`src/rtl/mio_bus_ctrl.sv`:
```
// MIO bus controller: bridges the CPU data port to a variable-latency
// data RAM handshake and a small set of on-chip peripheral registers.
module mio_bus_ctrl #(
    parameter int          RAM_AW   = 10,
    parameter int          TIMEOUT  = 16,
    parameter logic [31:0] LED_ADDR = 32'hE000_0000,
    parameter logic [31:0] SW_ADDR  = 32'hF000_0000,
    parameter logic [31:0] CNT_ADDR = 32'hF000_0004
) (
    input  logic              clk,
    input  logic              reset,
    input  logic              cpu_req,
    input  logic              cpu_we,
    input  logic [31:0]       cpu_addr,
    input  logic [31:0]       cpu_wdata,
    output logic [31:0]       cpu_rdata,
    output logic              MIO_ready,
    output logic              bus_err,
    output logic              ram_en,
    output logic              ram_we,
    output logic [RAM_AW-1:0] ram_addr,
    output logic [31:0]       ram_wdata,
    input  logic [31:0]       ram_rdata,
    input  logic              ram_ack,
    input  logic [15:0]       sw,
    output logic [15:0]       led
);

    localparam int TW = $clog2(TIMEOUT + 1);

    typedef enum logic [1:0] {
        IDLE,
        RAM_REQ,
        RAM_WAIT,
        RESP
    } state_t;

    state_t      state_q;
    state_t      state_d;

    logic        lat_we;
    logic [31:0] cnt_q;
    logic [15:0] sw_meta;
    logic [15:0] sw_sync;
    logic [TW-1:0] tmo_q;

    logic        hit_ram;
    logic        hit_led;
    logic        hit_sw;
    logic        hit_cnt;

    logic        lat_en;
    logic        rd_load;
    logic [31:0] rd_val;
    logic        err_set;
    logic        led_we;
    logic        cnt_we;
    logic        tmo_clr;
    logic        tmo_inc;

    // Byte-offset bits never take part in decode.
    logic        unused_addr_lsb;
    assign unused_addr_lsb = ^cpu_addr[1:0];

    assign hit_ram = (cpu_addr[31:RAM_AW+2] == '0);
    assign hit_led = (cpu_addr[31:2] == LED_ADDR[31:2]);
    assign hit_sw  = (cpu_addr[31:2] == SW_ADDR[31:2]);
    assign hit_cnt = (cpu_addr[31:2] == CNT_ADDR[31:2]);

    assign MIO_ready = (state_q == RESP);
    assign ram_en    = (state_q == RAM_REQ);
    assign ram_we    = ram_en & lat_we;

    always_ff @(posedge clk or negedge reset) begin
        if (!reset) begin
            state_q <= IDLE;
        end else begin
            state_q <= state_d;
        end
    end

    always_comb begin
        state_d = state_q;
        lat_en  = 1'b0;
        rd_load = 1'b0;
        rd_val  = '0;
        err_set = 1'b0;
        led_we  = 1'b0;
        cnt_we  = 1'b0;
        tmo_clr = 1'b0;
        tmo_inc = 1'b0;
        unique case (state_q)
            IDLE: begin
                if (cpu_req) begin
                    lat_en  = 1'b1;
                    state_d = RESP;
                    unique case (1'b1)
                        hit_ram: begin
                            state_d = RAM_REQ;
                        end
                        hit_led: begin
                            led_we  = cpu_we;
                            rd_load = !cpu_we;
                            rd_val  = {16'h0, led};
                        end
                        hit_sw: begin
                            rd_load = !cpu_we;
                            rd_val  = {16'h0, sw_sync};
                        end
                        hit_cnt: begin
                            cnt_we  = cpu_we;
                            rd_load = !cpu_we;
                            rd_val  = cnt_q;
                        end
                        default: begin
                            rd_load = 1'b1;
                            err_set = 1'b1;
                        end
                    endcase
                end
            end
            RAM_REQ: begin
                tmo_clr = 1'b1;
                state_d = RAM_WAIT;
            end
            RAM_WAIT: begin
                if (ram_ack) begin
                    rd_load = !lat_we;
                    rd_val  = ram_rdata;
                    state_d = RESP;
                end else if (tmo_q == TW'(TIMEOUT - 1)) begin
                    // Abandon the access: zero data, sticky error.
                    rd_load = 1'b1;
                    err_set = 1'b1;
                    state_d = RESP;
                end else begin
                    tmo_inc = 1'b1;
                end
            end
            RESP: begin
                state_d = IDLE;
            end
            default: begin
                state_d = IDLE;
            end
        endcase
    end

    always_ff @(posedge clk or negedge reset) begin
        if (!reset) begin
            lat_we    <= 1'b0;
            ram_addr  <= '0;
            ram_wdata <= '0;
            cpu_rdata <= '0;
            bus_err   <= 1'b0;
            led       <= '0;
            cnt_q     <= '0;
            sw_meta   <= '0;
            sw_sync   <= '0;
            tmo_q     <= '0;
        end else begin
            cnt_q   <= cnt_we ? cpu_wdata : cnt_q + 32'd1;
            sw_meta <= sw;
            sw_sync <= sw_meta;
            if (lat_en) begin
                lat_we    <= cpu_we;
                ram_addr  <= cpu_addr[RAM_AW+1:2];
                ram_wdata <= cpu_wdata;
            end
            if (led_we) begin
                led <= cpu_wdata[15:0];
            end
            if (rd_load) begin
                cpu_rdata <= rd_val;
            end
            if (err_set) begin
                bus_err <= 1'b1;
            end
            if (tmo_clr) begin
                tmo_q <= '0;
            end else if (tmo_inc) begin
                tmo_q <= tmo_q + 1'b1;
            end
        end
    end

endmodule

```
`config.mk`:
```
export PLATFORM = sky130hd
export DESIGN_NAME = mio_bus_ctrl
export DESIGN_NICKNAME = d
export VERILOG_FILES = /design/src/rtl/mio_bus_ctrl.sv
export SDC_FILE = /design/constraint.sdc
export NUM_CORES = 1
export LEC_CHECK = 0
export ABC_CLOCK_PERIOD_IN_PS = 6770
export CAP_MARGIN = 40
export CORE_MARGIN = 8
export CORE_UTILIZATION = 50
export CTS_BUF_LIST = sky130_fd_sc_hd__clkbuf_16
export CTS_CLUSTER_DIAMETER = 40
export DETAILED_ROUTE_END_ITERATION = 8
export PLACE_DENSITY = 0.95
export RECOVER_POWER = 50
export SETUP_SLACK_MARGIN = 0.3
export SLEW_MARGIN = 0
export SYNTH_ARGS = -nofsm -noshare
export SYNTH_HDL_FRONTEND = slang
export SYNTH_SLANG_ARGS = --single-unit
```
`constraint.sdc`:
```
create_clock -name clk -period 6.77 [get_ports clk]
set_input_delay 1.0155 -clock clk [delete_from_list [all_inputs] [get_ports clk]]
set_output_delay 1.0155 -clock clk [all_outputs]
set_load 0.01 [all_outputs]
```
### Metal 4, run 1

Scale bar: 50 microns.
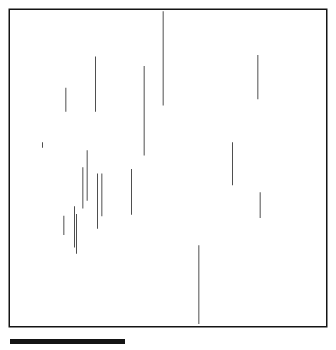
nets with wire on the layer: 14
wire length on this layer: 342 microns
main direction: vertical
Vias: 5440
WL final: 20400 microns

### Placement by cell class, run 1

Scale bar: 50 microns. Fill, decap, tap and diode cells in gray.
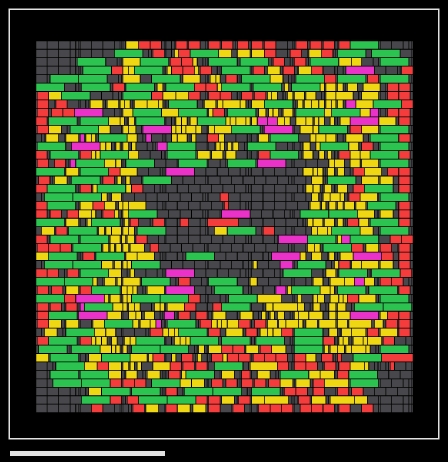
[green] flops | cells: 163 | share of their area: 41%
[magenta] clock drivers and dummy loads | cells: 32 | share of their area: 5.4%
[red] other buffers and delay cells | cells: 219 | share of their area: 22%
[yellow] all other logic | cells: 398 | share of their area: 32%
core outline area: 14500 sq um
Final Cell Area: 10200 sq um
Row Count: 44
fin util: 0.701
Seq/total area: 0.400

==> flow_summary_export.csv, run 1 <==
group,metric,value,unit
status,status,"finished with violations",
sta,finalHoldWorstSlack,0.348,ns
yosys,ff_type,"dfrtp_1",
clock_tree,ctsRootBufferMaster,"clkbuf_16",
clock_tree,path_clk_slew,0.07,ns
place,hpwl,14900,microns
sta,fmax,240,MHz
clock_tree,clk_latency,0.43,ns
yosys,syn-cell-area,7410,sq um
clock_tree,cts_setup_buffers,0,
clock_tree,clk_path_buf_depth,2,
yosys,fp_nets,716,
sta,final-setup-viol-count,0,
final_layout,area_growth_syn_to_layout,37.5,%
sta,finalClockPeriodUsage,0.616,
job,drv_cap,1,
global_routing,met3_usage,0.0744,
setup_path,worstPathRequired,7.08,ns
clock_tree,ctsResizeCount,0,
yosys,edf_count,0,
yosys,yosysChipArea,7410,sq um
global_routing,grt_max_degree,95,
yosys,yosys-top-cells-area,"dfrtp_1 55%, mux2_2 9.4%, mux2_4 6.1%, a21oi_1 3.2%, xor2_1 3.1%",
worst_hold_path,min_path_cells,0,
die,fp_util,0.510,
global_routing,grt_use_met2,0.385,
setup_path,reg2reg_depth,7,
final_layout,nets,923,
die,dieArea,19000,sq um
die,die_y,138,microns
clock_tree,numCtsBuffers,17,
clock_tree,cts_sinks,163,
setup_path,worst_ep_arrival_time,4.48,ns
power_and_ir_drop,powerDensity,350,nW/um^2
global_routing,grt_use_total,0.218,
sta,slew-limit-headroom,-0.916,
die,die_w,138,microns
sta,fin_worst_skew,0.0107,ns
yosys,synth-warning-count,0,
clock_tree,htreeDepth,4,
global_routing,grt_pass1_wl,31400,microns
setup_path,r2r_slack,3.02,ns
global_routing,gr-max-usage-layer,"met2",
yosys,yosys_cells,592,
setup_path,endpoint_kind,"flip-flop",
routing,detail_route.iter0.violations,255,
setup_path,critPathKind,"input port to flip-flop",
yosys,synth_top_cell_by_area,"dfrtp_1",
yosys,synth_cells,592,
yosys,ys.flops,163,
global_routing,grt_pass1_vias,5728,
yosys,synth.distinct_cells,47,
worst_hold_path,hp-start,"sw_meta[6]$_DFF_PN0_",
routing,drt_pass1_iterations,4,
sta,maxSlewViolCount,45,
power_and_ir_drop,leakagePower,4.50,nW
worst_hold_path,hp-class,"flip-flop to flip-flop",
status,violations,"capacitance limit, slew limit",
global_routing,grt-ovfl-total,0,
routing,vias_per_cell,5.46,
place,post_dp_cell_area,9680,sq um
setup_path,critPathMaxFanout,44,
final_layout,n_antenna_cell,0,
global_routing,gr-usage-met1,0.242,
place,gp_congestion,0.830,
clock_tree,cts_tree,"yes",
place,port-buffer-count,208,
yosys,async_flop_share,1.00,
routing,drcViolationCount,0,
setup_path,worstReg2RegEnd,"led[9]$_DFFE_PN0P_",
routing,final_antenna_net_count,0,
power_and_ir_drop,peakVddDrop,0.215,mV
die,io_pins,211,
sta,rsz0062_at_grt,"false",
setup_path,r2r-start,"state_q[1]$_DFFE_PN0P_",
setup_path,startpoint_type,"input port",
clock_tree,holdBufCountCts,0,
yosys,synth.avg_cell_area,12.5,sq um
### Selected gate families, run 1

Scale bar: 50 microns.
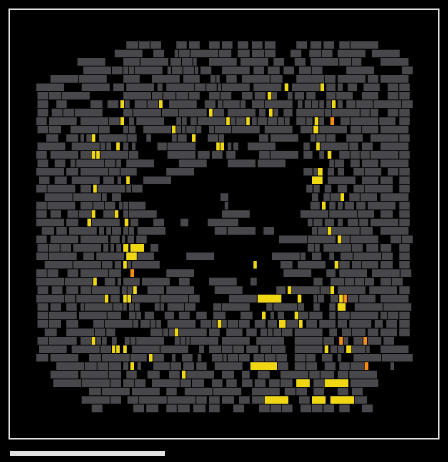
[orange] inverters | cells: 6
[yellow] NOR gates | cells: 73
fin cells: 996
most frequent logic cell in the layout: clkdlybuf4s50_1
logic share of the area: 0.307

run 1: cell usage after synthesis (all sizes together), types with 2 or more instances:
cell type	n
clkbuf	20
nor2	57
xor2	26
a21oi	48
inv	6
nand3	13
xnor2	7
o21ai	16
dfrtp	163
a22o	16
a221oi	2
nor3	5
ha	7
nand4	19
mux2i	17
nor4	8
and3	8
and4	6
buf	11
mux2	92
nand2	27
and2	6
run 1: cell type report:
type | instances | area, sq um | area share
sequential | 163 | 4080 | 0.400
multi-input combinational | 392 | 3130 | 0.307
timing repair buffer | 219 | 2190 | 0.215
clock buffer | 17 | 425 | 0.0417
tap | 184 | 230 | 0.0226
clock inverter | 15 | 110 | 0.0108
inverter | 6 | 22.5 | 0.00221
run 1: stage by stage:
stage / std cells / setup slack (ns)
floorplan: 592 / 4.09
global placement: 960 / 1.93
detailed placement: 964 / 2.63
CTS: 996 / 3.07
global route: 996 / 2.41
finish: 996 / 2.60
run 1: critical path, stage by stage:
cell and delay [ns]:
dlygate4sd3_1 0.61, nand2_2 0.09, clkbuf_1 2.03, nor4_4 0.07, buf_4 0.34, mux2_2 0.31
run 1: registers in the layout (all words and copies together) (netlist names):
signal,count
cnt_q,32
bus_err,1
cpu_rdata,32
sw_sync,16
sw_meta,16
ram_addr,10
state_q,2
tmo_q,5
ram_wdata,32
led,16
lat_we,1
run 1: cell usage in the layout, fill, tap and decap left out, types with 4 or more instances in the layout:
cell	count
mux2_2	62
nor3_1	4
a22o_1	16
and3_1	7
inv_1	8
nand3_1	13
mux2i_1	17
nor2_1	57
nand2_1	26
and4_1	5
a21oi_1	48
mux2_4	30
clkbuf_16	17
xor2_1	26
xnor2_1	7
and2_1	5
nand4_1	17
nor4_4	4
buf_4	6
dfrtp_1	163
dlygate4sd3_1	18
o21ai_0	16
clkdlybuf4s50_1	189
ha_1	7
inv_6	4
run 1: how the worst max path moves through the flow:
stage                       from  slack, ns                         to  depth (start not counted)
floorplan           cpu_addr[22]       4.09  cpu_rdata[10]$_DFFE_PN0P_                          6
global placement     cpu_addr[2]       1.93        cnt_q[21]$_DFF_PN0_                          7
detailed placement   cpu_addr[2]       2.63        cnt_q[31]$_DFF_PN0_                          7
CTS                  cpu_addr[2]       3.07        cnt_q[31]$_DFF_PN0_                          7
global route             cpu_req       2.41         led[9]$_DFFE_PN0P_                          6
finish                   cpu_req       2.60         led[9]$_DFFE_PN0P_                          6
run 1: report_power, final:
part / total [mW] / internal [mW] / leakage, nW / switching, mW
combinational: 1.32 / 0.797 / 2.16 / 0.523
sequential: 1.37 / 1.23 / 2.07 / 0.145
clock: 0.879 / 0.472 / 0.269 / 0.407
total: 3.57 / 2.49 / 4.50 / 1.07
run 1: cells by family (layout without fill, tap and decap cells):
group           after synthesis  in the layout  synth area share
xor+xnor                     33             33            0.0390
fa+ha+maj                     7              7            0.0118
simple gates                157            157             0.122
compound gates               86             86            0.0711
mux                         109            109             0.178
buf+inv                      37            257            0.0282
flops                       163            163             0.550
run 1: routing by layer:
metal	up-vias	share of wire
met4	2	0.017
met3	35	0.070
met2	175	0.53
met1	2698	0.39
li1	2530	-
met5	-	0.00064
### Cell placement, run 1

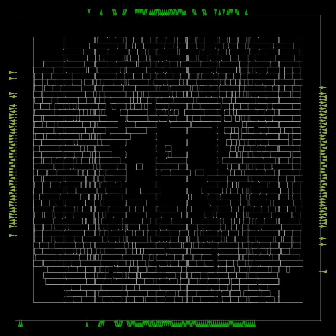

==> inputs of run 2 (changes only) <==
--- a/config.mk
+++ b/config.mk
@@ -5,14 +5,14 @@
 export SDC_FILE = /design/constraint.sdc
 export NUM_CORES = 1
 export LEC_CHECK = 0
-export ABC_CLOCK_PERIOD_IN_PS = 6770
+export ABC_CLOCK_PERIOD_IN_PS = 4200
 export CAP_MARGIN = 40
 export CORE_MARGIN = 8
-export CORE_UTILIZATION = 50
+export CORE_UTILIZATION = 48
 export CTS_BUF_LIST = sky130_fd_sc_hd__clkbuf_16
 export CTS_CLUSTER_DIAMETER = 40
 export DETAILED_ROUTE_END_ITERATION = 8
-export PLACE_DENSITY = 0.95
+export PLACE_DENSITY = 0.92
 export RECOVER_POWER = 50
 export SETUP_SLACK_MARGIN = 0.3
 export SLEW_MARGIN = 0
==> constraint.sdc (replaced) <==
create_clock -name clk -period 4.2 [get_ports clk]
set_input_delay 0.63 -clock clk [delete_from_list [all_inputs] [get_ports clk]]
set_output_delay 0.63 -clock clk [all_outputs]
set_load 0.01 [all_outputs]
### Cell placement, run 2

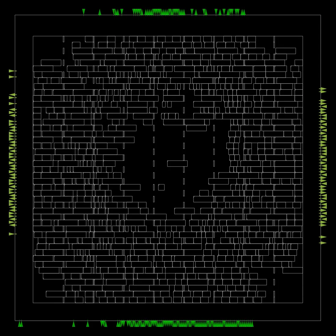
Seq/total area: 0.397
fin util: 0.679
fin cells: 1003
fillers: 1073

### Selected gate families, run 2

Scale bar: 50 microns.
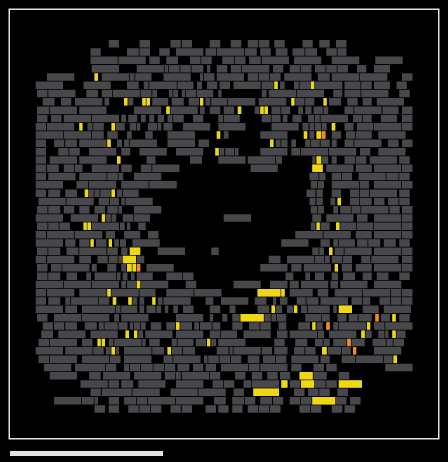
[yellow] NOR gates | cells: 73
[orange] inverters | cells: 6
logic share of the area: 0.305

==> run 2 against run 1 <==
Effect of this change: the flow now finishes without violations; synthesized area unchanged; clock skew increased by 0.0046 ns; critical path type unchanged; sequential cell count unchanged; sequential power increased by 61%; register-to-register slack got worse by 1.5 ns; worst setup slack got worse by 1.3 ns; first-iteration DRC count increased by 34%; largest cell class unchanged; critical path depth unchanged; non-clock buffer count increased by 3.
==> flow_summary_export.csv, run 2 <==
group,metric,value,unit
routing,wl_met2,11000,microns
status,status,"finished, final reports clean",
yosys,yosys.cell_count.top_type,"dfrtp_1",
power_and_ir_drop,p_sw_frac,0.301,
power_and_ir_drop,power_frac_seq,0.380,
setup_path,critPathKind,"input port to flip-flop",
power_and_ir_drop,p_comb_frac,0.361,
clock_tree,cts_sinks,163,
setup_path,r2r_slack,1.50,ns
die,core,15100,sq um
sta,worst_pin_slew,0.725,ns
setup_path,worst_ep_arrival_time,3.21,ns
routing,drt_pass1_iterations,5,
yosys,async_flop_share,1.00,
clock_tree,path_clk_slew,0.07,ns
yosys,syn-cell-area,7410,sq um
die,fp_util,0.489,
yosys,yosys_cells,592,
yosys,synth-warning-count,0,
final_layout,nets,926,
setup_path,critPathMaxFanout,32,
power_and_ir_drop,p_switching,1.75,mW
global_routing,grt_pass1_vias,5971,
sta,fmax,344,MHz
sta,finalHoldViolations,0,
final_layout,largest_registers,"cnt_q: 32 flops, cpu_rdata: 32 flops, ram_wdata: 32 flops",
yosys,synth_cells,592,
place,hpwl,14600,microns
power_and_ir_drop,powerDensity,565,nW/um^2
die,num_rows,45,
final_layout,drive_gt1_frac,0.189,
die,dieArea,19700,sq um
die,die_y,140,microns
routing,final_antenna_net_count,0,
yosys,common_cells,"163 x dfrtp_1, 62 x mux2_2, 57 x nor2_1, 48 x a21oi_1, 30 x mux2_4",
yosys,yosys-top-cells-area,"dfrtp_1 55%, mux2_2 9.4%, mux2_4 6.1%, a21oi_1 3.2%, xor2_1 3.1%",
yosys,yosysChipArea,7410,sq um
power_and_ir_drop,p_clk_frac,0.259,
final_layout,most-common-layout-cells,"177 x clkdlybuf4s50_1, 163 x dfrtp_1, 62 x mux2_2",
sta,finalClockPeriodUsage,0.691,
setup_path,worstPathRequired,4.51,ns
yosys,edf_count,0,
yosys,synth.distinct_cells,47,
power_and_ir_drop,leakagePower,4.55,nW
yosys,ff_type,"dfrtp_1",
setup_path,startpoint,"cpu_addr[28]",
sta,maxSlewViolCount,0,
worst_hold_path,hp-class,"flip-flop to flip-flop",
sta,fin_setup_tns,0,ns
power_and_ir_drop,p_int,4.06,mW
routing,detail_route.iter0.violations,342,
clock_tree,cts_tree,"yes",
routing,drcViolationCount,0,
yosys,yosysSeqAreaShare,0.550,
job,drv_cap,0,
job,warning_count,31,
yosys,synth_top_area_share,0.550,
sta,rsz0062_at_grt,"false",
clock_tree,clk_path_buf_depth,2,
setup_path,startpoint_type,"input port",
routing,wl_met1,7970,microns
final_layout,lay_top_count,"clkdlybuf4s50_1",
yosys,fp_nets,716,
routing,highest_layer,"met4",
final_layout,area_growth_syn_to_layout,38.7,%
die,die_w,140,microns
global_routing,grt_pass1_wl,32500,microns
sta,fin_ws,1.30,ns
global_routing,grt_max_degree,59,
sta,final-setup-viol-count,0,
routing,vias_per_cell,5.42,
sta,fin_worst_skew,0.0153,ns
setup_path,reg2reg_depth,7,
place,port-buffer-count,208,
clock_tree,clk_latency,0.42,ns
sta,period_minus_slack,2.90,ns
global_routing,grt-ovfl-total,0,
place,pre_cts_slack,0.898,ns
power_and_ir_drop,peakVddDrop,0.367,mV
routing,met3_length,1220,microns
die,io_pins,211,
sta,slew-limit-headroom,0.517,
yosys,synth_top_cell_by_area,"dfrtp_1",
setup_path,crit_end,"cpu_rdata[0]$_DFFE_PN0P_",
setup_path,endpoint_kind,"flip-flop",
yosys,synth.avg_cell_area,12.5,sq um
place,gp_congestion,0.803,
yosys,ys.flops,163,
setup_path,r2r-start,"tmo_q[0]$_DFFE_PN0P_",
setup_path,worstReg2RegEnd,"cpu_rdata[0]$_DFFE_PN0P_",
power_and_ir_drop,total_power,5.81,mW
clock_tree,ctsRootBufferMaster,"clkbuf_16",
clock_tree,htreeDepth,4,
global_routing,antenna_found_initial,1,
clock_tree,cts_setup_buffers,0,
clock_tree,numCtsBuffers,17,
### Metal layers overlaid, run 2

Scale bar: 50 microns.
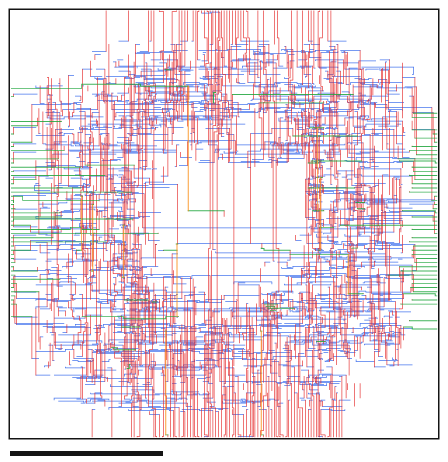
[blue] met1 | wire length: 7970 microns
[orange] met4 | wire length: 253 microns
[green] met3 | wire length: 1220 microns
[red] met2 | wire length: 11000 microns
GR Util All Layers: 0.212
wire length per cell: 20.4 microns
WL final: 20400 microns
Vias: 5438

## run 2: cell counts after synthesis
Identical to the previous run, type by type.
## run 2: logic make-up after synthesis
| group | count (synthesis) | share of synthesized area |
|---|---|---|
| compound gates | 86 | 0.0711 |
| xor+xnor | 33 | 0.0390 |
| fa+ha+maj | 7 | 0.0118 |
| buf+inv | 37 | 0.0282 |
| flops | 163 | 0.550 |
| mux | 109 | 0.178 |
| simple gates | 157 | 0.122 |
## run 2: area by class of cell
| class | instances | area (sq um) |
|---|---|---|
| fillers | 1073 | 4860 |
| flip-flops and latches | 163 | 4080 |
| multi-input cells | 392 | 3140 |
| repair buffers | 222 | 2240 |
| clock buffers | 17 | 425 |
| well taps | 188 | 235 |
| clock inverters | 14 | 145 |
| inverters | 6 | 22.5 |
| diodes | 1 | 2.50 |
## run 2: how the worst min path moves through the flow
stage                                startpoint                     to  slack, ns  cells after the start
final                     sw_meta[14]$_DFF_PN0_  sw_sync[14]$_DFF_PN0_       0.35                      0
after global routing       sw_meta[0]$_DFF_PN0_   sw_sync[0]$_DFF_PN0_       0.35                      0
after floorplan                           reset    bus_err$_DFFE_PN0P_       0.33                      0
after CTS                  sw_meta[7]$_DFF_PN0_   sw_sync[7]$_DFF_PN0_       0.35                      0
after detailed placement  sw_meta[14]$_DFF_PN0_  sw_sync[14]$_DFF_PN0_       0.33                      0
after global placement     sw_meta[7]$_DFF_PN0_   sw_sync[7]$_DFF_PN0_       0.33                      0
## run 2: through the flow
step	cell area (sq um)	hold slack (ns)	instances
after CTS	10300	0.350	1002
after floorplan	7410	0.331	592
after global placement	9640	0.332	967
after global routing	10300	0.354	1003
after detailed placement	9710	0.335	970
final	10300	0.347	1003
## run 2: layer usage
layer / vias up / global-route usage
met3: 23 / 0.0591
met1: 2727 / 0.237
met2: 167 / 0.381
li1: 2521 / -
met5: - / 0
met4: 0 / 0.0697
## run 2: worst max-delay path, cell delays in order
cell             delay, ns
clkdlybuf4s50_1       0.53
nor4_1                0.52
nor2_1                0.10
a221oi_2              0.30
o221a_4               0.72
mux2_2                0.41
## run 2: repair_timing
action | in CTS | in global routing
hold buffers | 1 | 0
endpoints found under the hold margin | 1 | 0
gates resized | 0 | 0
## run 2: power by group through the flow
stage                     clock (mW)  combinational, mW  sequential (mW)
final                           1.50               2.10             2.21
after global routing            1.60               2.23             2.25
after CTS                       1.54               2.16             2.21
after detailed placement           0               2.14             2.23
after global placement             0               2.08             2.20
after floorplan                    0              0.924             2.37
Power figures rest on the tool's default switching activity, not on a simulated workload.
